==> src/rtl/parallel_to_serial_lanes.sv <==
// parallel_to_serial_lanes: N-bit words in over valid/ready, out as N/L L-bit beats.
// A shifter stage backed by one holding register keeps back-to-back words gap-free.

module parallel_to_serial_lanes #(
   parameter int N = 8,
   parameter int L = 1
) (
   input  logic         i_clock,
   input  logic         i_reset,
   input  logic         i_enable,
   input  logic         i_valid,
   output logic         o_ready,
   input  logic [N-1:0] i_data,
   input  logic         i_last,
   input  logic         i_lsb_first,
   output logic         o_valid,
   output logic [L-1:0] o_data,
   output logic         o_first,
   output logic         o_last,
   output logic         o_busy
);

   localparam int BEATS = N / L;
   localparam int CW = (BEATS > 1) ? $clog2(BEATS) : 1;
   localparam logic [CW-1:0] LAST_CNT = CW'(BEATS - 1);

   if (N < 1 || L < 1 || L > N || (N % L) != 0) begin : g_param_check
      $error("parallel_to_serial_lanes: L must be in 1..N and divide N");
   end

   typedef struct packed {
      logic [N-1:0] data;
      logic         last;
      logic         lsb;
   } word_t;

   word_t         in_word;
   word_t         sh_q;
   word_t         sh_d;
   word_t         hold_q;
   word_t         hold_d;
   logic          sh_act_q;
   logic          sh_act_d;
   logic          hold_full_q;
   logic          hold_full_d;
   logic [CW-1:0] cnt_q;
   logic [CW-1:0] cnt_d;
   logic [CW-1:0] cnt_inc;
   logic [L-1:0]  data_q;
   logic [L-1:0]  data_d;
   logic          first_q;
   logic          first_d;
   logic          last_q;
   logic          last_d;
   logic          accept;
   logic          sh_final;
   logic          to_shift;

   // Beat k of a stored word, honouring the order captured at acceptance.
   function automatic logic [L-1:0] beat_of(
      input word_t         w,
      input logic [CW-1:0] k
   );
      logic [N-1:0] sft;
      int           idx;
      idx = w.lsb ? int'(k) : (BEATS - 1 - int'(k));
      sft = w.data >> (idx * L);
      return sft[L-1:0];
   endfunction

   assign in_word  = '{data: i_data, last: i_last, lsb: i_lsb_first};
   assign o_ready  = i_enable && !i_reset && !hold_full_q;
   assign accept   = i_valid && o_ready;
   assign sh_final = sh_act_q && (cnt_q == LAST_CNT);
   assign to_shift = accept && (!sh_act_q || sh_final);
   assign cnt_inc  = cnt_q + CW'(1);

   always_comb begin
      sh_d        = sh_q;
      sh_act_d    = sh_act_q;
      hold_d      = hold_q;
      hold_full_d = hold_full_q;
      cnt_d       = cnt_q;
      data_d      = data_q;
      first_d     = 1'b0;
      last_d      = 1'b0;

      if (sh_final && hold_full_q) begin
         hold_full_d = 1'b0;
      end
      if (accept && !to_shift) begin
         hold_d      = in_word;
         hold_full_d = 1'b1;
      end

      unique case (1'b1)
         (sh_act_q && !sh_final): begin
            cnt_d  = cnt_inc;
            data_d = beat_of(sh_q, cnt_inc);
            last_d = sh_q.last && (cnt_inc == LAST_CNT);
         end
         (sh_final && hold_full_q): begin
            sh_d     = hold_q;
            sh_act_d = 1'b1;
            cnt_d    = '0;
            data_d   = beat_of(hold_q, '0);
            first_d  = 1'b1;
            last_d   = hold_q.last && (BEATS == 1);
         end
         to_shift: begin
            sh_d     = in_word;
            sh_act_d = 1'b1;
            cnt_d    = '0;
            data_d   = beat_of(in_word, '0);
            first_d  = 1'b1;
            last_d   = i_last && (BEATS == 1);
         end
         default: begin
            sh_act_d = 1'b0;
         end
      endcase
   end

   // Disable flushes everything but leaves the last beat on o_data.
   always_ff @(posedge i_clock) begin
      if (i_reset) begin
         sh_q        <= '0;
         hold_q      <= '0;
         sh_act_q    <= 1'b0;
         hold_full_q <= 1'b0;
         cnt_q       <= '0;
         data_q      <= '0;
         first_q     <= 1'b0;
         last_q      <= 1'b0;
      end else if (!i_enable) begin
         sh_q        <= '0;
         hold_q      <= '0;
         sh_act_q    <= 1'b0;
         hold_full_q <= 1'b0;
         cnt_q       <= '0;
         first_q     <= 1'b0;
         last_q      <= 1'b0;
      end else begin
         sh_q        <= sh_d;
         hold_q      <= hold_d;
         sh_act_q    <= sh_act_d;
         hold_full_q <= hold_full_d;
         cnt_q       <= cnt_d;
         data_q      <= data_d;
         first_q     <= first_d;
         last_q      <= last_d;
      end
   end

   assign o_valid = sh_act_q;
   assign o_data  = data_q;
   assign o_first = first_q;
   assign o_last  = last_q;
   assign o_busy  = sh_act_q || hold_full_q;

endmodule

==> config.mk <==
export PLATFORM = sky130hd
export DESIGN_NAME = parallel_to_serial_lanes
export DESIGN_NICKNAME = d
export VERILOG_FILES = /design/src/rtl/parallel_to_serial_lanes.sv
export SDC_FILE = /design/constraint.sdc
export NUM_CORES = 1
export LEC_CHECK = 0
export CORE_MARGIN = 1.5
export CORE_UTILIZATION = 50
export CTS_CLUSTER_DIAMETER = 150
export DETAILED_ROUTE_END_ITERATION = 16
export HOLD_SLACK_MARGIN = 0.02
export PLACE_DENSITY = 0.73
export SYNTH_ARGS = -nofsm -noshare
export SYNTH_HDL_FRONTEND = slang
export SYNTH_SLANG_ARGS = --single-unit
==> constraint.sdc <==
create_clock -name i_clock -period 2.1 [get_ports i_clock]
set_input_delay 0.21 -clock i_clock [delete_from_list [all_inputs] [get_ports i_clock]]
set_output_delay 0.21 -clock i_clock [all_outputs]
set_load 0.03 [all_outputs]
==> Table 3: Implementation characteristics, run 1 <==
Physical implementation characteristics

Parameter                              Value

Finish
  Area share of buffers outside the clock network    15.1%
  Post-route non-filler standard cell count    slightly above 200
  Clock buffers and inverters, area share    under 10%
  Number of non-clock inverters    7
  Layout overhead on the synthesized area    19.4%
  Biggest cell category by area in the final layout    logic gates
  Number of clock buffers in the layout    3
  Area occupied by multi-input gates    around 750 µm²
  FF+latch count    28
  Cell area after layout    ~0.0016 mm²
  Fraction of area in multi-input gates    between 40 and 50%
  Fillers    233
  Fraction of final layout cells sized beyond drive strength 1    slightly below 10%
  Final net count    between 150 and 200

Place
  Pre-CTS setup slack    ~0.11 ns
  Count of buffers inserted at the top-level ports    19
  Instance count after placement with tap cells included    between 200 and 250
  GPL Wtd Cong    0.823

Floorplanning
  Number of I/O pins    20
  Die Width    ~55 µm
  N_taps    30
  Core Box Area    approximately 0.0025 mm²
  Area of the chip    ~0.0031 mm²
  Height of the die    approximately 55 µm

Worst setup path
  Worst EP required    ~2.4 ns
  Crit path buffers/inverters    0
  Crit path max-delay family    simple AND/OR/NAND/NOR gates
  Critical Path Source    cnt_q[0]$_SDFFE_PP0P_
  Slowest cell on crit path    or4_1
  Crit path top cell by count    ha_1
  Maximum fanout count along the critical path    5
  Category of the most critical setup path    reg2reg
  Endpoint of the most critical setup path    o_data$_SDFFE_PP0P_
  CP peak stage delay    roughly 0.54 ns
  Crit path arrival time    roughly 2.2 ns

Synth
  Combinational family with the most area after synthesis    multiplexers
  Main flop type after synthesis    dfxtp_1
  Top cells by area in the synthesized netlist    dfxtp_1, mux2i_1, nor2_1
  Multiplexer fraction of the synthesized cell area    about a fifth
  Yosys xor share    less than 1%
  Syn nets    between 150 and 200
  EDFF count, synth    0
  Count of state elements after synthesis    28
  Most numerous cell types in the synthesized netlist    dfxtp_1, nor2_1, mux2i_1
  Post-Synthesis Mean Instance Area    approximately 8.9 µm²
  AO/OA Area Share    around 13%
  Adder-cell share of the synthesized area    2.72%
  Area fraction in and, or, nand and nor cells    17.5%
  Share of synthesized area occupied by flip-flops and latches    40.7%

Power
  Cell area power density    approximately 540 mW/mm²
  Worst vdd rail ir drop    between 0.3 and 0.4 mV
  Switching share of power    around 25%
  Group drawing the most power    sequential cells
  Clock network power share    24.4%
  Net load switching power    about 0.00022 W
  Power drawn by the clock network    ~0.00022 W
  Power dissipated in combinational cells    0.000119 W
  Combinational share of power    13.5%
  Sequential share of power    between 60% and 70%
  Sum of internal, switching and leakage power    about 0.0009 W

Global route
  First-pass GRT wire length    slightly above 5000 µm
  GR Util met3    under 10%
  Via count of the first global-routing pass    1157
  GR Overflow Total    0

STA
  Aggregate negative setup slack    0 ns
  Endpoints failing hold    0
  Max Clk Rate    between 500 and 600 MHz
  Worst-case setup margin in the final layout    roughly 0.15 ns
  Worst slew slack as a fraction of its limit    73.0%
  Actual transition at the worst max-transition pin    a little over 0.4 ns
  Slew Limit Fails    0

Job
  Maximum capacitance violations    0
  Tool Warnings    27

Worst hold path
  Launch point of the worst hold path    i_last
  Min-Delay Path Class    in2reg
  Hold EP    sh_q[1]$_SDFFE_PP0P_

Clocking
  Resized cells post-CTS    0
  TritonCTS clock tree    yes
  Cts bufs inserted    3
  CTS root buffer    clkbuf_4
  Number of buffers inserted to repair setup after CTS    0
  Clock transition at the registers of the reported paths    approximately 0.14 ns
  Count of H-tree levels built during CTS    1
  Deepest clock path buffer count    2

Detailed routing
  Count of TritonRoute iterations in the first routing pass    4
  DR WL met2    1540 µm
  Per-cell via count in the routed design    about 5.9
  Drt drc    0
  Highest metal layer with signal wires    met4

Run status
  Run status    finished clean
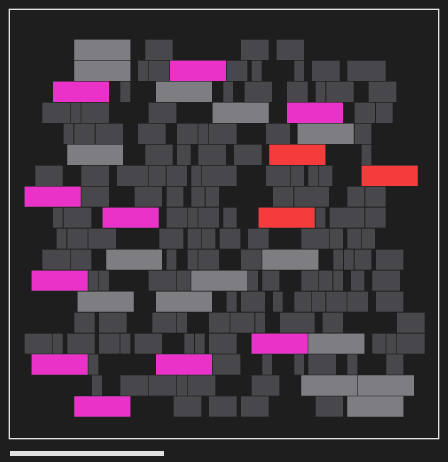
(run_1/registers.png)
Scale bar: 20 µm. Other sequential cells in the stronger gray, the rest of the logic in the fainter gray.
Key: hold_q = magenta [placed flops 10]; cnt_q = red [placed flops 3]
Another 15 sequential cells are not colored.
sequential standard cell area: 561 µm²
final standard cell utilization of the core: 64.7%
Seq/total area: 34.1%
P_seq: 0.000548 W

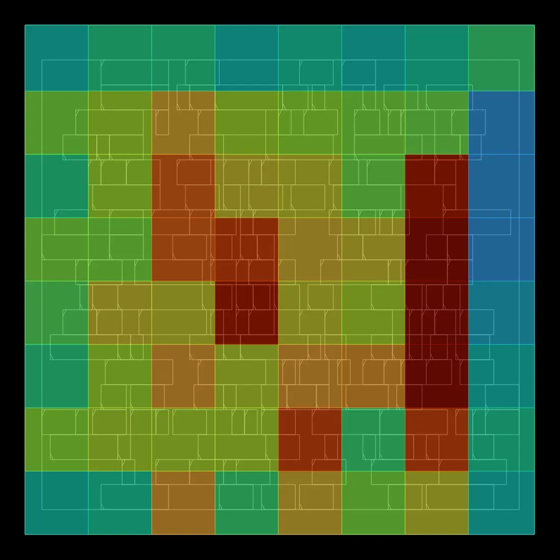
(run_1/final_congestion.png)
GR met2 Demand/Resource: 36.2%
most used routing layer: met2
GR Util met1: 23.6%

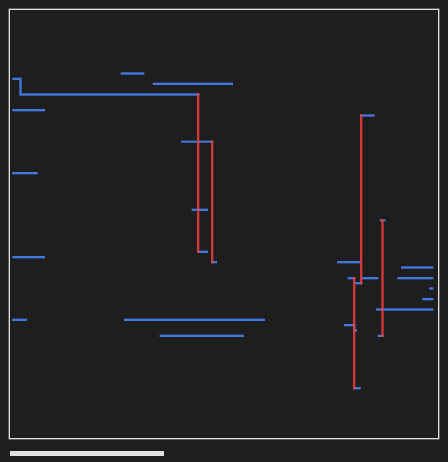
(run_1/metal_stack.png)
Scale bar: 20 µm. Only two layers are drawn.
Key: met3 = blue [wire length 115 µm]; met4 = red [wire length 87.0 µm]
detailed-route via count: 1213
total routing usage reported by global routing: 20.4%
final routed wire length divided by cell count: 15.1 µm
DRT Wirelength: 3090 µm

==> run_1/gate_families.png <==
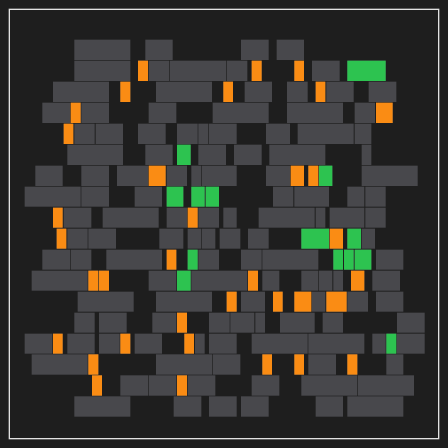

--- run 2 (diff from run 1) ---
- PLACE_DENSITY: 0.73 -> default
- PLACE_DENSITY_LB_ADDON: default -> 0.3
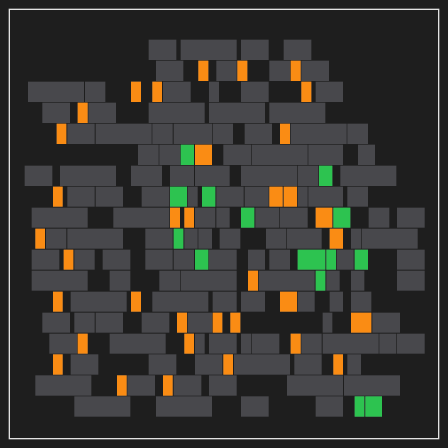
(run_2/gate_families.png)
Key: NOR gates = orange [cells 35, most used nor2_1, where widely spread]; NAND gates = green [cells 14, most used nand3_1]
fraction of area in multi-input gates: 45.0%
post-route non-filler standard cell count: 205

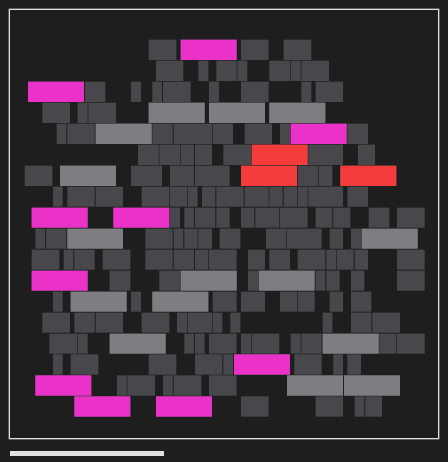
(run_2/registers.png)
Scale bar: 20 µm. Other sequential cells in the stronger gray, the rest of the logic in the fainter gray.
Key: hold_q = magenta [placed flops 10]; cnt_q = red [placed flops 3]
final standard cell utilization of the core: 64.9%
Seq/total area: 33.9%

==> Table 3: Implementation characteristics, run 2 <==
Physical implementation characteristics

Parameter                              Value

Global route
  Via count of the first global-routing pass    1133 (was 1157)
  Most used routing layer    met2 (unchanged)
  GR met2 Demand/Resource    32.7% (was 36.2%)
  GR Overflow Total    0 (unchanged)
  GR Util met1    24.7% (was 23.6%)
  Total routing usage reported by global routing    19.4% (was 20.4%)
  GR Util met3    3.04% (was 2.81%)

Floorplanning
  Number of I/O pins    20 (unchanged)
  Core Box Area    0.00254 mm² (unchanged)

Synth
  Top cells by area in the synthesized netlist    dfxtp_1, mux2i_1, nor2_1 (unchanged)
  Adder-cell share of the synthesized area    2.72% (unchanged)
  Main flop type after synthesis    dfxtp_1 (unchanged)
  Syn nets    171 (unchanged)
  Area fraction in and, or, nand and nor cells    17.5% (unchanged)
  Combinational family with the most area after synthesis    multiplexers (unchanged)
  Yosys xor share    0.636% (unchanged)

Run status
  Run status    finished clean (unchanged)

Job
  Tool Warnings    27 (unchanged)
  Maximum capacitance violations    0 (unchanged)

Worst setup path
  Crit path top cell by count    ha_1 (unchanged)
  Worst EP required    2.38 ns (was 2.36 ns)
  Critical Path Source    cnt_q[0]$_SDFFE_PP0P_ (unchanged)
  CP peak stage delay    0.53 ns (was 0.54 ns)
  Endpoint of the most critical setup path    o_data$_SDFFE_PP0P_ (unchanged)
  Slowest cell on crit path    or4_1 (unchanged)

Clocking
  Deepest clock path buffer count    2 (unchanged)
  Cts bufs inserted    3 (unchanged)
  Clock transition at the registers of the reported paths    0.15 ns (was 0.14 ns)
  Count of H-tree levels built during CTS    1 (unchanged)
  TritonCTS clock tree    yes (unchanged)
  Resized cells post-CTS    0 (unchanged)

Power
  Combinational share of power    12.7% (was 13.5%)
  Sequential share of power    58.9% (was 62.0%)
  Power drawn by the clock network    0.000263 W (was 0.000216 W)
  P_seq    0.000547 W (was 0.000548 W)
  Power dissipated in combinational cells    0.000118 W (was 0.000119 W)
  Worst vdd rail ir drop    0.449 mV (was 0.369 mV)
  Clock network power share    28.4% (was 24.4%)

Place
  Count of buffers inserted at the top-level ports    19 (unchanged)
  GPL Wtd Cong    0.836 (was 0.823)

Detailed routing
  Count of TritonRoute iterations in the first routing pass    5 (was 4)
  DR WL met2    1400 µm (was 1540 µm)
  Highest metal layer with signal wires    met4 (unchanged)
  DRT Wirelength    2850 µm (was 3090 µm)
  Final routed wire length divided by cell count    13.9 µm (was 15.1 µm)

STA
  Aggregate negative setup slack    0 ns (unchanged)
  Worst-case setup margin in the final layout    0.186 ns (was 0.153 ns)

Finish
  Area occupied by multi-input gates    743 µm² (was 751 µm²)
  Biggest cell category by area in the final layout    logic gates (unchanged)
  Number of non-clock inverters    7 (unchanged)
  Cell area after layout    0.00165 mm² (about the same)
  Layout overhead on the synthesized area    19.9% (was 19.4%)
  Area share of buffers outside the clock network    15.0% (was 15.1%)
  Sequential standard cell area    561 µm² (unchanged)

Worst hold path
  Min-Delay Path Class    reg2reg (was in2reg)
  Launch point of the worst hold path    sh_q[1]$_SDFFE_PP0P_ (was i_last)
==> run_2/cell_classes.png <==
Scale bar: 20 µm.
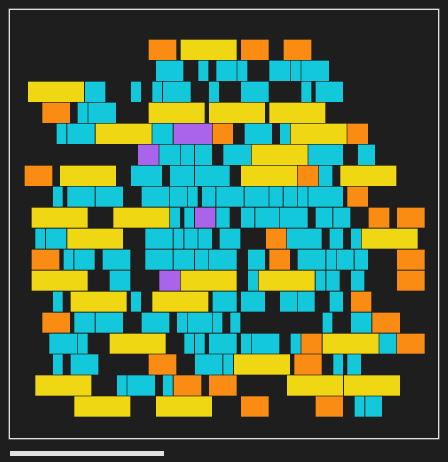

--- run 3 (diff from run 2) ---
- ABC_AREA: default -> 1
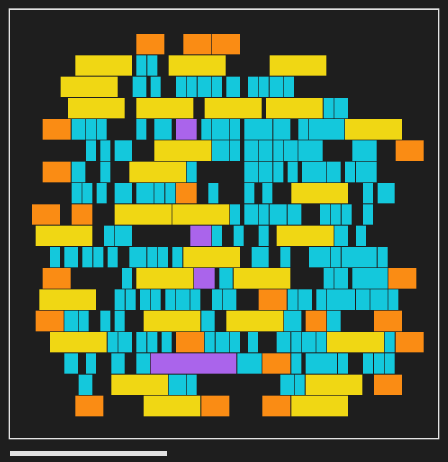
(run_3/cell_classes.png)
Scale bar: 20 µm.
Key: other buffers and delay cells = orange [cells 22, share of their area 14%]; all other logic = cyan [cells 150, share of their area 47%]; clock drivers and dummy loads = purple [cells 4, share of their area 3.4%]; flip-flops = yellow [cells 28, share of their area 36%]
final standard cell utilization of the core: 63.3%
Core Box Area: 0.00250 mm²

==> Table 3: Implementation characteristics, run 3 <==
Physical implementation characteristics

Parameter                              Value

Run status
  Run status    finished clean (unchanged)

Global route
  Via count of the first global-routing pass    1082 (was 1133)
  GR met2 Demand/Resource    37.5% (was 32.7%)
  GR Util met3    2.46% (was 3.04%)
  First-pass GRT wire length    4530 µm (was 4870 µm)
  GR Overflow Total    0 (unchanged)

Detailed routing
  Final routed wire length divided by cell count    12.1 µm (was 13.9 µm)
  Detailed-route via count    1219 (was 1190)
  Drt drc    0 (unchanged)
  Count of TritonRoute iterations in the first routing pass    4 (was 5)
  DR WL met2    1350 µm (was 1400 µm)
  Per-cell via count in the routed design    5.21 (was 5.80)

Worst setup path
  Category of the most critical setup path    reg2reg (unchanged)
  Worst EP required    2.37 ns (was 2.38 ns)
  Crit path max-delay family    buffers and inverters (was simple AND/OR/NAND/NOR gates)
  Slowest cell on crit path    dfxtp_1 (was or4_1)
  Endpoint of the most critical setup path    hold_q[8]$_SDFFE_PP0P_ (was o_data$_SDFFE_PP0P_)
  Critical Path Source    cnt_q[0]$_SDFFE_PP0P_ (unchanged)

STA
  Actual transition at the worst max-transition pin    0.389 ns (was 0.430 ns)
  Endpoints failing hold    0 (unchanged)
  Slew Limit Fails    0 (unchanged)
  Max Clk Rate    546 MHz (was 522 MHz)
  Aggregate negative setup slack    0 ns (unchanged)
  Worst slew slack as a fraction of its limit    74.0% (was 71.3%)

Power
  Cell area power density    624 mW/mm² (was 562 mW/mm²)
  Sequential share of power    54.8% (was 58.9%)
  Group drawing the most power    sequential cells (unchanged)
  Clock network power share    35.9% (was 28.4%)
  Worst vdd rail ir drop    0.427 mV (was 0.449 mV)
  Power drawn by the clock network    0.000354 W (was 0.000263 W)
  Combinational share of power    9.3% (was 12.7%)
  Power dissipated in combinational cells    0.0000919 W (was 0.000118 W)
  Net load switching power    0.000214 W (was 0.000224 W)
  Switching share of power    21.7% (was 24.1%)

Finish
  Fillers    225 (was 217)
  Clock buffers and inverters, area share    3.32% (was 2.20%)
  Number of non-clock inverters    22 (was 7)
  Seq/total area    35.4% (was 33.9%)
  Cell area after layout    0.00158 mm² (was 0.00165 mm²)
  FF+latch count    28 (unchanged)
  Area occupied by multi-input gates    636 µm² (was 743 µm²)
  Area share of buffers outside the clock network    13.4% (was 15.0%)
  Biggest cell category by area in the final layout    logic gates (unchanged)
  Final net count    222 (was 193)
  Layout overhead on the synthesized area    18.4% (was 19.9%)

Place
  Count of buffers inserted at the top-level ports    19 (unchanged)

Synth
  Area fraction in and, or, nand and nor cells    29.0% (was 17.5%)
  Post-Synthesis Mean Instance Area    7.18 µm² (was 8.95 µm²)
  Main flop type after synthesis    dfxtp_1 (unchanged)
  Count of state elements after synthesis    28 (unchanged)
  Multiplexer fraction of the synthesized cell area    0% (was 19.7%)
  EDFF count, synth    0 (unchanged)
  Adder-cell share of the synthesized area    2.81% (was 2.72%)
  Most numerous cell types in the synthesized netlist    nand2_1, dfxtp_1, inv_1, nor2_1, nand3_1 (was dfxtp_1, nor2_1, mux2i_1)
  Top cells by area in the synthesized netlist    dfxtp_1, nand2_1, nand3_1 (was dfxtp_1, mux2i_1, nor2_1)
  Combinational family with the most area after synthesis    simple AND/OR/NAND/NOR gates (was multiplexers)
  Share of synthesized area occupied by flip-flops and latches    41.9% (was 40.7%)

Floorplanning
  Number of I/O pins    20 (unchanged)
  Height of the die    54.7 µm (was 55.5 µm)

Clocking
  Count of H-tree levels built during CTS    1 (unchanged)
  Number of buffers inserted to repair setup after CTS    0 (unchanged)
  Clock transition at the registers of the reported paths    0.16 ns (was 0.15 ns)
  Resized cells post-CTS    0 (unchanged)
  TritonCTS clock tree    yes (unchanged)
  Cts bufs inserted    3 (unchanged)
  CTS root buffer    clkbuf_4 (unchanged)

Worst hold path
  Launch point of the worst hold path    i_data[6] (was sh_q[1]$_SDFFE_PP0P_)
  Min-Delay Path Class    in2reg (was reg2reg)
  Hold EP    hold_q[8]$_SDFFE_PP0P_ (was o_last$_SDFF_PP0_)

Job
  Maximum capacitance violations    0 (unchanged)
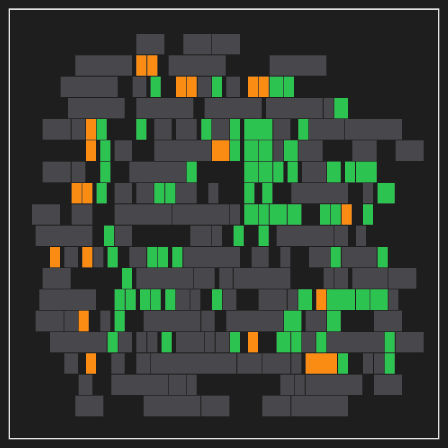
(run_3/gate_families.png)
Key: NAND gates = green [cells 70, most used nand2_1]; NOR gates = orange [cells 19, most used nor2_1]
top logic cell by instance count in the layout: nand2_1
fraction of area in multi-input gates: 40.2%
post-route non-filler standard cell count: 234

Power is estimated from default activity; no workload was simulated.
